[config.mk]
export PLATFORM = sky130hd
export DESIGN_NAME = mult_div_unit
export DESIGN_NICKNAME = d
export VERILOG_FILES = /design/src/rtl/mips_pkg.sv /design/src/rtl/md_sign_fix.sv /design/src/rtl/mult_div_unit.sv
export SDC_FILE = /design/constraint.sdc
export NUM_CORES = 1
export LEC_CHECK = 0
export CAP_MARGIN = 10
export CELL_PAD_IN_SITES_DETAIL_PLACEMENT = 1
export CELL_PAD_IN_SITES_GLOBAL_PLACEMENT = 1
export CORE_MARGIN = 5
export CORE_UTILIZATION = 30
export DETAILED_ROUTE_END_ITERATION = 16
export PLACE_DENSITY = 0.72
export SLEW_MARGIN = 0
export SYNTH_ARGS = -nofsm -noshare
export SYNTH_HDL_FRONTEND = slang
export SYNTH_HIERARCHICAL = 1
export SYNTH_SLANG_ARGS = --single-unit
[constraint.sdc]
create_clock -name clk -period 6.5 [get_ports clk]
set_input_delay 0.975 -clock clk [delete_from_list [all_inputs] [get_ports clk]]
set_output_delay 0.975 -clock clk [all_outputs]
set_load 0.01 [all_outputs]
[src/rtl/mips_pkg.sv]
// Shared encodings for the multiply/divide unit: operation codes, FSM states,
// and the per-operation iteration count.
package mips_pkg;

    typedef enum logic [1:0] {
        OP_MULTU = 2'b00,
        OP_MULT  = 2'b01,
        OP_DIVU  = 2'b10,
        OP_DIV   = 2'b11
    } md_op_t;

    typedef enum logic [1:0] {
        IDLE,
        CALC,
        FIX
    } md_state_t;

    localparam int MD_ITERS = 32;

endpackage

[src/rtl/md_sign_fix.sv]
// Conditional two's-complement negate; used both to take operand magnitudes
// and to restore result signs.
module md_sign_fix #(
    parameter int W = 64
) (
    input  logic [W-1:0] value,
    input  logic         negate,
    output logic [W-1:0] result
);

    always_comb begin
        result = negate ? (~value + W'(1)) : value;
    end

endmodule

[src/rtl/mult_div_unit.sv]
// Iterative MULT/MULTU/DIV/DIVU with architectural HI/LO, one bit per cycle.
// Define MIPS_DIV_EN to build the divide datapath; otherwise divide requests are ignored.
module mult_div_unit
    import mips_pkg::*;
#(
    parameter int WIDTH = 32
) (
    input  logic             clk,
    input  logic             reset,
    input  logic             start,
    input  logic [1:0]       op,
    input  logic [WIDTH-1:0] operand_a,
    input  logic [WIDTH-1:0] operand_b,
    input  logic             hi_we,
    input  logic             lo_we,
    input  logic [WIDTH-1:0] write_data,
    output logic             busy,
    output logic             done,
    output logic [WIDTH-1:0] hi,
    output logic [WIDTH-1:0] lo
);

    localparam int CW = $clog2(MD_ITERS);

    md_state_t          state, state_nxt;
    md_op_t             op_in;
    logic [CW-1:0]      count;
    logic [WIDTH-1:0]   mcand;
    logic [2*WIDTH-1:0] acc, acc_nxt;
    logic [WIDTH:0]     add_sum;
    logic               neg_res;
    logic               signed_op, neg_a, neg_b, op_ok, accept;
    logic [WIDTH-1:0]   abs_a, abs_b;
    logic [2*WIDTH-1:0] prod_fix;

`ifdef MIPS_DIV_EN
    logic               is_div, neg_rem;
    logic [WIDTH:0]     partial, diff;
    logic [WIDTH-1:0]   quo_fix, rem_fix;
    assign op_ok = 1'b1;
`else
    assign op_ok = ~op[1];
`endif

    assign op_in     = md_op_t'(op);
    assign signed_op = (op_in == OP_MULT) || (op_in == OP_DIV);
    assign neg_a     = signed_op & operand_a[WIDTH-1];
    assign neg_b     = signed_op & operand_b[WIDTH-1];
    assign accept    = (state == IDLE) && start && op_ok;
    assign busy      = (state != IDLE);

    md_sign_fix #(.W(WIDTH)) u_abs_a (.value(operand_a), .negate(neg_a), .result(abs_a));
    md_sign_fix #(.W(WIDTH)) u_abs_b (.value(operand_b), .negate(neg_b), .result(abs_b));
    md_sign_fix #(.W(2*WIDTH)) u_prod (.value(acc), .negate(neg_res), .result(prod_fix));

`ifdef MIPS_DIV_EN
    md_sign_fix #(.W(WIDTH)) u_quo (.value(acc[WIDTH-1:0]), .negate(neg_res), .result(quo_fix));
    md_sign_fix #(.W(WIDTH)) u_rem (.value(acc[2*WIDTH-1:WIDTH]), .negate(neg_rem), .result(rem_fix));
`endif

    // Multiply keeps the multiplier in acc's low half and shifts right; divide
    // reuses acc as {remainder, dividend/quotient} shifting left.
    always_comb begin
        add_sum = {1'b0, acc[2*WIDTH-1:WIDTH]} + (acc[0] ? {1'b0, mcand} : '0);
        acc_nxt = {add_sum, acc[WIDTH-1:1]};
`ifdef MIPS_DIV_EN
        partial = acc[2*WIDTH-1:WIDTH-1];
        diff    = partial - {1'b0, mcand};
        if (is_div) begin
            if (!diff[WIDTH])
                acc_nxt = {diff[WIDTH-1:0], acc[WIDTH-2:0], 1'b1};
            else
                acc_nxt = {partial[WIDTH-1:0], acc[WIDTH-2:0], 1'b0};
        end
`endif
    end

    always_ff @(posedge clk or posedge reset) begin
        if (reset)
            state <= IDLE;
        else
            state <= state_nxt;
    end

    always_comb begin
        state_nxt = state;
        case (state)
            IDLE:    if (accept) state_nxt = CALC;
            CALC:    if (count == '0) state_nxt = FIX;
            FIX:     state_nxt = IDLE;
            default: state_nxt = IDLE;
        endcase
    end

    always_ff @(posedge clk or posedge reset) begin
        if (reset) begin
            count   <= '0;
            mcand   <= '0;
            acc     <= '0;
            neg_res <= 1'b0;
            done    <= 1'b0;
            hi      <= '0;
            lo      <= '0;
`ifdef MIPS_DIV_EN
            is_div  <= 1'b0;
            neg_rem <= 1'b0;
`endif
        end else begin
            done <= 1'b0;
            case (state)
                IDLE: begin
                    if (hi_we) hi <= write_data;
                    if (lo_we) lo <= write_data;
                    if (accept) begin
                        count   <= CW'(MD_ITERS - 1);
                        mcand   <= abs_b;
                        acc     <= {{WIDTH{1'b0}}, abs_a};
                        neg_res <= neg_a ^ neg_b;
`ifdef MIPS_DIV_EN
                        is_div  <= op[1];
                        neg_rem <= neg_a;
                        // Divide by zero yields an all-ones quotient regardless of sign.
                        if (op[1] && (operand_b == '0)) neg_res <= 1'b0;
`endif
                    end
                end
                CALC: begin
                    acc   <= acc_nxt;
                    count <= count - CW'(1);
                end
                FIX: begin
                    done <= 1'b1;
`ifdef MIPS_DIV_EN
                    if (is_div) begin
                        hi <= rem_fix;
                        lo <= quo_fix;
                    end else begin
                        hi <= prod_fix[2*WIDTH-1:WIDTH];
                        lo <= prod_fix[WIDTH-1:0];
                    end
`else
                    hi <= prod_fix[2*WIDTH-1:WIDTH];
                    lo <= prod_fix[WIDTH-1:0];
`endif
                end
                default: ;
            endcase
        end
    end

endmodule
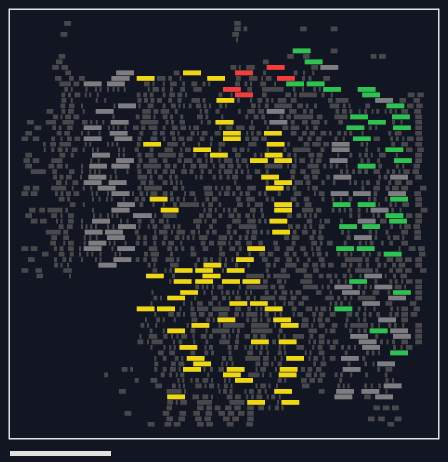
Fig. 1. Sequential cells colored by netlist name.
Bar = 50 µm. Other sequential cells in the stronger gray, the rest of the logic in the fainter gray.
[red] count | placed flops: 5 | where: north
[green] hi | placed flops: 32
[yellow] acc | placed flops: 64

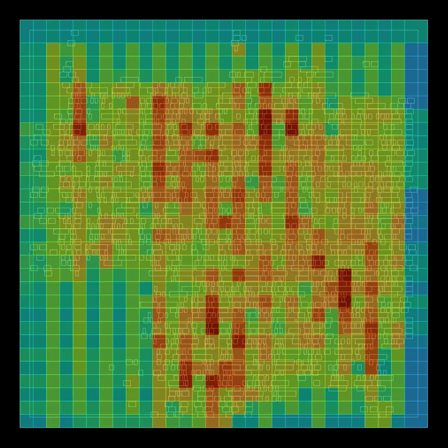
Fig. 2. Routing congestion map.
met1 usage: 26.2%
global-route met2 utilization: 29.1%
post-route core utilization: 37.0%

==> notes.org <==
#+TITLE: Synthesis and PnR summary

** Critical path
- Critical Path Stages :: 12
- Crit path required time :: 6770 ps
- Following the worst setup path forward leads to its endpoint at acc[59].
- CP peak stage delay :: 570 ps
- On the critical path the largest part of the delay comes from AND-OR/OR-AND gates.
- The most critical setup path has its startpoint at acc[0].
- Number of cells on the worst reg-to-reg path :: 12
- Counting both buffers and inverters, the worst setup path holds a total of 2.
- Worst R2R End :: acc[59]
- Register-to-register setup slack :: 2960 ps

** Floorplan
- Total die size :: 45000 µm²
- I/O pin count :: 169
- The total area inside the core boundary comes to 40600 µm².
- DIE WIDTH :: 212 µm
- TAP cells :: 532
- Initial cell density of the core :: 30.1%

** Route
- Detailed routing inserted a total of 11100 vias.
- Routed WL per cell :: 19.3 µm
- In this run the top signal layer used is met4.
- Count of antenna-violating nets left after detailed routing :: 0
- Final Routed Wirelength :: 41200 µm
- WL met1 :: 20200 µm
- The detailed router reports a met2 wire length of 18800 µm.
- Vias per cell :: 5.19

** Yosys
- In the Yosys report, the sequential cells make up 34.5% of the chip area.
- Post-Synthesis Cells :: 1469
- Summing the areas of all and, or, nand and nor instances in the mapped netlist gives 25.2% of the synthesized area.
- Post-synth the commonest register cell is sky130_fd_sc_hd__dfrtp_1.
- Yosys reported a register bit count of 169.
- Share of the synthesized area in the top cell type :: 34.5%
- Mux share of post-synthesis cell area :: 0.409%
- Largest cells by area :: sky130_fd_sc_hd__dfrtp_1 35%, sky130_fd_sc_hd__nand2_1 9.4%, sky130_fd_sc_hd__xnor2_1 9.4%
- The warning tally printed by Yosys for this design is 6.
- Dominant comb cell :: simple AND/OR/NAND/NOR gates
- The number of different library cells used by synthesis comes to 78.
- Count of instantiated cells in the yosys netlist :: 1469

** Pwr
- The clock network accounts for 17.8% of the total power.
- Total power for the finished layout comes to 6.36 mW.
- In this run the power density over the cells is 423 nW/µm².
- Largest power group :: combinational cells
- The internal portion of the total power is 3.54 mW.
- Power dissipated in the clock network :: 1.13 mW
- In this run the static leakage power is 6.00 nW.
- Worst supply voltage drop on vdd :: 199 µV
- Per report_power, the Sequential row totals 2.09 mW.
- Power in combinational cells :: 3.14 mW

** Global route
- Busiest layer in global routing :: met2
- Number of global-route vias before repair :: 11400
- Initial antenna violation count :: 0
- Per the GRT congestion report, total overflow comes to 0.

** Cells and area
- After layout, the buffer instance count without clock buffers stands at 179.
- Max FFs per register :: 64
- Dominant logic cell type in the layout :: sky130_fd_sc_hd__nand2_1
- Among all cell classes, the greatest summed area belongs to combinational gates.
- Reg with most FFs :: acc
- Flop count :: 169
- The repair_antennas step left the layout with diodes totalling 0.
- Combinational fraction of the cell area :: 50.8%
- Sequential cell area share :: 28.2%
- Fraction of layout cells with a size suffix above 1 :: 7.32%
- Total area of multi-input combinational cells :: 7630 µm²
- Layout fillers :: 4785
- Leaving out filler cells and counting taps, the final layout contains 2130.

** CTS
- Post-CTS setup buffer count :: 0
- Number of buffers created by CTS :: 17
- Per the CTS log, the root buffer master is sky130_fd_sc_hd__clkbuf_16.
- The registers of the reported paths see a clock transition of 70 ps.
- According to the CTS report, the clock sink count is 169.
- TritonCTS built the clock tree.

** STA
- Slew @ Worst Pin :: 1200 ps
- Count of final hold-check violations :: 0
- Max Fclk :: 283 MHz
- RSZ-0062 raised after global routing :: no
- The worst-case max-slew headroom was logged as 20.0%.
- The final timing report derives a shortest allowable period of 3540 ps.
- Summed negative setup slack over all endpoints :: 0 ps
- Final cycle utilization of the critical path :: 54.4%
- Final hold analysis gives a worst-case slack of 469 ps.

** Hold path
- Hold Path Cell Cnt :: 2
- According to the hold report, the worst path is of the register to register type.

** Place
- Hpwl dp :: 31600 µm
- Per the post-place timing report, worst setup slack is 3000 ps.
- Total cell area at the placement stage :: 14400 µm²

** Job
- # Max-Cap Violations :: 0

** Run status
- Status :: complete, no violations
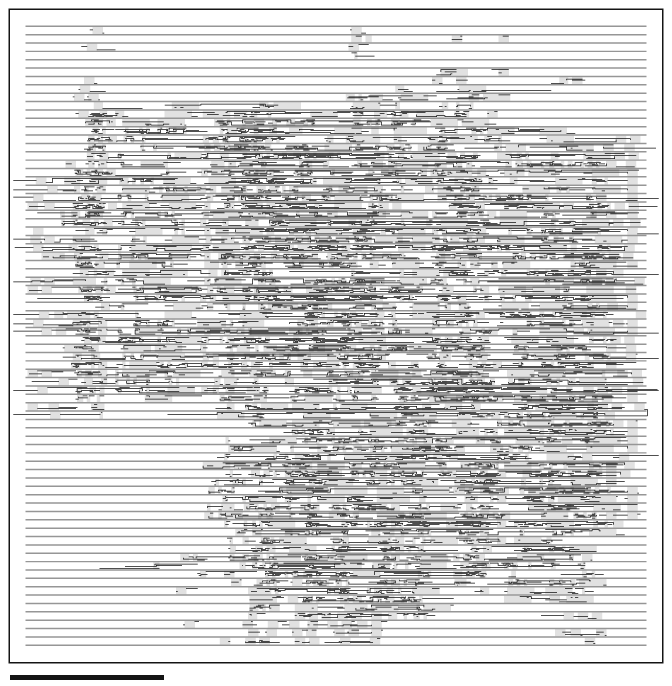
Fig. 3. M1 wires.
Bar = 50 µm. Supply wires on this layer in gray.
main direction: horizontal
nets with wire on the layer: 1582
share of all routed wire: 49%
longest straight run: 59.8 µm

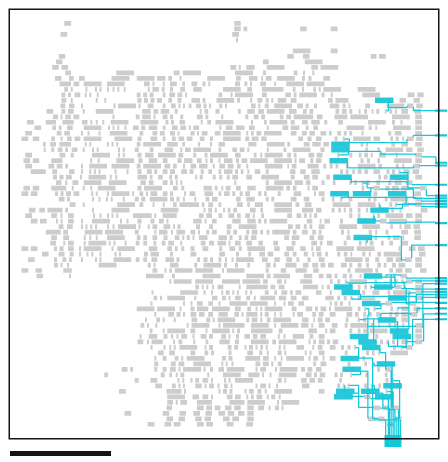
Fig. 4. I/O nets highlighted.
Bar = 50 µm.
[cyan] lo | bits: 32 | direction: output | end cells: 32 | buffers: 32 | wire: 1300 µm

Power figures rest on the tool's default switching activity, not on a simulated workload.
